congestion_map.png
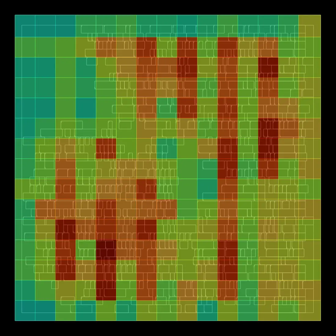
sizing.png
Scale: 4 px per um.
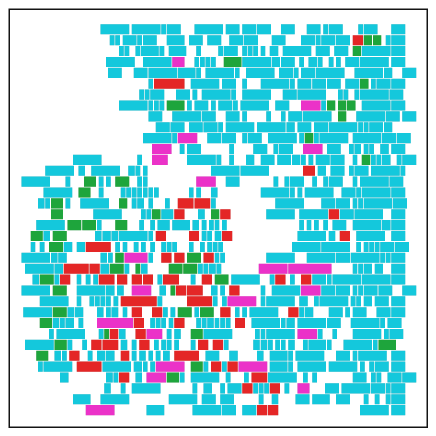
<file path="config.mk">
export PLATFORM = sky130hd
export DESIGN_NAME = pe_config_loader_flat
export DESIGN_NICKNAME = d
export VERILOG_FILES = /design/src/rtl/pe_config_loader_pkg.sv /design/src/rtl/pe_config_loader_if.sv /design/src/rtl/pe_config_loader.sv /design/src/flat_wrapper.sv
export SDC_FILE = /design/constraint.sdc
export NUM_CORES = 1
export LEC_CHECK = 0
export ABC_AREA = 1
export CAP_MARGIN = 20
export CORE_MARGIN = 2
export CORE_UTILIZATION = 41
export CTS_CLUSTER_SIZE = 8
export DETAILED_ROUTE_END_ITERATION = 8
export PLACE_DENSITY = 0.77
export SKIP_CTS_REPAIR_TIMING = 1
export SYNTH_ARGS = -nofsm -noshare
export SYNTH_HDL_FRONTEND = slang
export SYNTH_SLANG_ARGS = --single-unit
</file>
<file path="constraint.sdc">
create_clock -name clk -period 1.9 [get_ports clk]
set_input_delay 0.285 -clock clk [delete_from_list [all_inputs] [get_ports clk]]
set_output_delay 0.285 -clock clk [all_outputs]
set_load 0.05 [all_outputs]
</file>
<file path="src/rtl/pe_config_loader_pkg.sv">
// Shared types for the PE configuration daisy-chain loader.
package pe_cfg_pkg;

    localparam int PE_INST_WIDTH = 64;
    localparam int PE_ID         = 2;
    localparam int PE_INST_WORD  = 32;
    localparam int PE_CHAIN_LEN  = 4;
    localparam int PE_CONF       = PE_INST_WIDTH + PE_ID + 4;

    typedef enum logic [1:0] {
        WRITE   = 2'b00,
        WSWITCH = 2'b01,
        RSWITCH = 2'b10,
        START   = 2'b11
    } cfg_op_e;

    // Field order matches the PE frame layout, MSB first.
    typedef struct packed {
        logic [PE_INST_WIDTH-1:0] inst;
        logic [PE_ID-1:0]         id;
        logic                     valid;
        logic                     w_switch;
        logic                     r_switch;
        logic                     start;
    } pe_cfg_frame_t;

    typedef enum logic {
        IDLE,
        DRAIN
    } loader_state_e;

endpackage

</file>
<file path="src/rtl/pe_config_loader_if.sv">
// Host command port of the PE configuration loader (valid/ready).
interface pe_config_loader_if
    import pe_cfg_pkg::*;
#(
    parameter int ID         = PE_ID,
    parameter int INST_WIDTH = PE_INST_WIDTH
) ();

    logic                  cmd_valid;
    logic                  cmd_ready;
    cfg_op_e               cmd_op;
    logic [ID-1:0]         cmd_id;
    logic [INST_WIDTH-1:0] cmd_inst;

    modport master (output cmd_valid, cmd_op, cmd_id, cmd_inst, input cmd_ready);
    modport slave  (input cmd_valid, cmd_op, cmd_id, cmd_inst, output cmd_ready);

endinterface

</file>
<file path="src/rtl/pe_config_loader.sv">
// Head-of-chain transmitter: turns host commands into PE config frames and
// tracks per-PE imem fill plus chain drain after a START.
module pe_config_loader
    import pe_cfg_pkg::*;
#(
    parameter int INST_WIDTH = PE_INST_WIDTH,
    parameter int ID         = PE_ID,
    parameter int INST_WORD  = PE_INST_WORD,
    parameter int CHAIN_LEN  = PE_CHAIN_LEN,
    parameter int CONF       = INST_WIDTH + ID + 4
) (
    input  logic                 clk,
    input  logic                 rst,
    pe_config_loader_if.slave    cmd,
    input  logic                 err_clr,
    output logic [CONF-1:0]      pe_config_out,
    output logic                 busy,
    output logic                 done,
    output logic                 err_overflow
);

    localparam int NUM_PE  = 2 ** ID;
    localparam int FILL_W  = $clog2(INST_WORD) + 1;
    localparam int DRAIN_W = $clog2(CHAIN_LEN + 1);

    typedef struct packed {
        logic [INST_WIDTH-1:0] inst;
        logic [ID-1:0]         id;
        logic                  valid;
        logic                  w_switch;
        logic                  r_switch;
        logic                  start;
    } frame_t;

    loader_state_e     state_q, state_d;
    logic [DRAIN_W-1:0] drain_q, drain_d;
    logic [FILL_W-1:0]  fill_q [NUM_PE];
    logic [FILL_W-1:0]  fill_d [NUM_PE];
    frame_t             frame_q, frame_d;
    logic               err_q, err_d;
    logic               accept;

    assign cmd.cmd_ready = (state_q == IDLE) && !rst;
    assign accept        = cmd.cmd_valid && cmd.cmd_ready;

    always_comb begin
        state_d = state_q;
        drain_d = drain_q;
        fill_d  = fill_q;
        frame_d = '0;
        err_d   = err_q;
        done    = 1'b0;

        // Clear first so a same-cycle overflow below wins over err_clr.
        if (err_clr) begin
            err_d = 1'b0;
        end

        case (state_q)
            IDLE: begin
                if (accept) begin
                    case (cmd.cmd_op)
                        WRITE: begin
                            if (fill_q[cmd.cmd_id] == FILL_W'(INST_WORD)) begin
                                err_d = 1'b1;
                            end else begin
                                frame_d.inst        = cmd.cmd_inst;
                                frame_d.id          = cmd.cmd_id;
                                frame_d.valid       = 1'b1;
                                fill_d[cmd.cmd_id]  = fill_q[cmd.cmd_id] + FILL_W'(1);
                            end
                        end
                        WSWITCH: begin
                            frame_d.w_switch = 1'b1;
                            for (int i = 0; i < NUM_PE; i++) begin
                                fill_d[i] = '0;
                            end
                        end
                        RSWITCH: begin
                            frame_d.r_switch = 1'b1;
                        end
                        START: begin
                            frame_d.start = 1'b1;
                            state_d       = DRAIN;
                            drain_d       = DRAIN_W'(CHAIN_LEN);
                        end
                        default: begin
                        end
                    endcase
                end
            end
            DRAIN: begin
                drain_d = drain_q - DRAIN_W'(1);
                if (drain_q == DRAIN_W'(1)) begin
                    done    = !rst;
                    state_d = IDLE;
                end
            end
            default: begin
                state_d = IDLE;
            end
        endcase
    end

    always_ff @(posedge clk) begin
        if (rst) begin
            state_q <= IDLE;
            drain_q <= '0;
            frame_q <= '0;
            err_q   <= 1'b0;
            for (int i = 0; i < NUM_PE; i++) begin
                fill_q[i] <= '0;
            end
        end else begin
            state_q <= state_d;
            drain_q <= drain_d;
            frame_q <= frame_d;
            err_q   <= err_d;
            fill_q  <= fill_d;
        end
    end

    assign pe_config_out = frame_q;
    assign busy          = (frame_q != '0) || (state_q == DRAIN);
    assign err_overflow  = err_q;

endmodule
</file>
<file path="src/flat_wrapper.sv">
// flat-port wrapper written by rule: the top's interface ports become plain ports
module pe_config_loader_flat import pe_cfg_pkg::*;
#(
    parameter int INST_WIDTH = PE_INST_WIDTH,
    parameter int ID         = PE_ID,
    parameter int INST_WORD  = PE_INST_WORD,
    parameter int CHAIN_LEN  = PE_CHAIN_LEN,
    parameter int CONF       = INST_WIDTH + ID + 4
)
  (clk, rst, err_clr, pe_config_out, busy, done, err_overflow, cmd_cmd_valid, cmd_cmd_op, cmd_cmd_id, cmd_cmd_inst, cmd_cmd_ready);
  pe_config_loader_if #(.ID(ID), .INST_WIDTH(INST_WIDTH)) cmd_i ();
  input  logic clk;
  input  logic rst;
  input  logic err_clr;
  output logic [CONF-1:0] pe_config_out;
  output logic busy;
  output logic done;
  output logic err_overflow;
  input wire logic [$bits(cmd_i.cmd_valid)-1:0] cmd_cmd_valid;
  input wire logic [$bits(cmd_i.cmd_op)-1:0] cmd_cmd_op;
  input wire logic [$bits(cmd_i.cmd_id)-1:0] cmd_cmd_id;
  input wire logic [$bits(cmd_i.cmd_inst)-1:0] cmd_cmd_inst;
  output wire logic [$bits(cmd_i.cmd_ready)-1:0] cmd_cmd_ready;
  assign cmd_i.cmd_valid = cmd_cmd_valid;
  assign cmd_i.cmd_op = cmd_cmd_op;
  assign cmd_i.cmd_id = cmd_cmd_id;
  assign cmd_i.cmd_inst = cmd_cmd_inst;
  assign cmd_cmd_ready = cmd_i.cmd_ready;
  pe_config_loader #(.INST_WIDTH(INST_WIDTH), .ID(ID), .INST_WORD(INST_WORD), .CHAIN_LEN(CHAIN_LEN), .CONF(CONF)) u_core (.clk(clk), .rst(rst), .cmd(cmd_i), .err_clr(err_clr), .pe_config_out(pe_config_out), .busy(busy), .done(done), .err_overflow(err_overflow));
endmodule
</file>
==> results.txt <==
flow finished, numbers: status finished, violations left, failing checks setup timing, fmax between 0.5 and 0.6 GHz, R2R Path End u_core.fill_q[16], Cells after Synth roughly 520, Slew Viols, Final 0, # rows 36, Comb/total area 0.280, Synth Seq Share 0.482, Post-Synth AOI/OAI Area 0.0481, # Taps approximately 130, Tmin final 1.98 ns, mapped cell area 4110 sq um, Synth cell types 26, CP arrival between 1.5 and 2 ns, Worst Setup SP u_core.pe_config_out[1], Placed Area 5960 sq um, final setup margin -0.0841 ns, Multi-input comb cells roughly 320, ys cells 520, Ys Warns 0, Fillers 857, layout cells sized above 1 0.179, post-DR vias/cell approximately 4.8, footprint of the multi-input gates approximately 1800 sq um, core area roughly 9700 sq um, H-tree depth 3, final design instance area without fill approximately 6300 sq um, R2R Setup Slk 0.14 ns, chip width 104 um, Main logic family simple AND/OR/NAND/NOR gates, final wirelength approximately 12000 um, syn avg cell area about 7.9 sq um, period utilisation layout 1.04, initial antenna violation count 0, dpl cells 818, global-route wire length before repair around 19000 um, clk latency late pin approximately 0.38 ns, total number of vias 3982, Flop pwr share 0.507, drt pass-1 iters 4, combinational share of power 0.143, gpl congestion 0.889, drt first-iter violations 216, Hold/Removal Path Class primary input to flip-flop, leakage power between 2 and 3 nW, Crit path max-delay family simple AND/OR/NAND/NOR gates, clock-cell share of area 0.0349, CP max stage cell nor4_1, CP Cell Sequence nor4_1 > nand4_1 > nor2_1 > nand2_1 > buf_4, dominant logic cell types in the final layout clkdlybuf4s50_1, nand2_1, dfxtp_1, Top power group sequential cells, pin count of the biggest net entering global routing about 43, met1 usage 0.251, AND/OR/NAND/NOR Cells, Area Fraction 0.334, Top Layer Used met4, TritonCTS Buffers 9, sw power between 1 and 1.5 mW, critical path's largest stage delay 0.43 ns, number of clock buffers in the layout 9, Slew headroom 0.628, Req. time, crit path roughly 1.6 ns, grt total ovfl 0, clk buf depth 2, Power Internal approximately 3.0 mW, wl on met1 slightly above 5000 um, Final Setup Violations 1, Worst Skew between 0.01 and 0.015 ns, die height about 100 um, port bufs 145, Reg area roughly 2000 sq um, WHS Endpoint u_core.pe_config_out[54], DR DRC count 0
Back to the opening pictures, congestion_map.png:
met2 Use GR: 0.399
busiest layer in global routing: met2

Back to the opening pictures, sizing.png:
magenta -> x6 and larger  # cells 21, most used clkbuf_8
red -> x3 and x4  # cells 58, most used buf_4
green -> x2  # cells 47, most used nand3_2
cyan -> x1 and smaller  # cells 577, most used clkdlybuf4s50_1
final setup margin: -0.0841 ns
P&R area growth vs syn: 52.7%

state kept, by name, summed over array words and instances, names as in the netlist:
signal,flops
u_core.pe_config_out,70
u_core.fill_q,24
u_core.drain_q,3
u_core.err_overflow,1
u_core.state_q,1
cells in the mapped netlist:
cell and count:
nand2_1 108, buf_6 11, nand3_1 32, a21oi_1 13, ha_1 4, nor2_8 1
a31oi_1 1, o21ai_0 3, nor2_1 75, inv_4 2, buf_4 2, buf_2 5
nand2_2 5, xor2_1 2, dfxtp_1 99, nand3_2 4, a21oi_2 12, nor2_2 10
inv_1 81, nand4_1 18, nor4_1 17, nor2_4 5, nand3_4 5, nor3_1 2
clkbuf_1 2, o22ai_1 1
Power figures rest on the tool's default switching activity, not on a simulated workload.
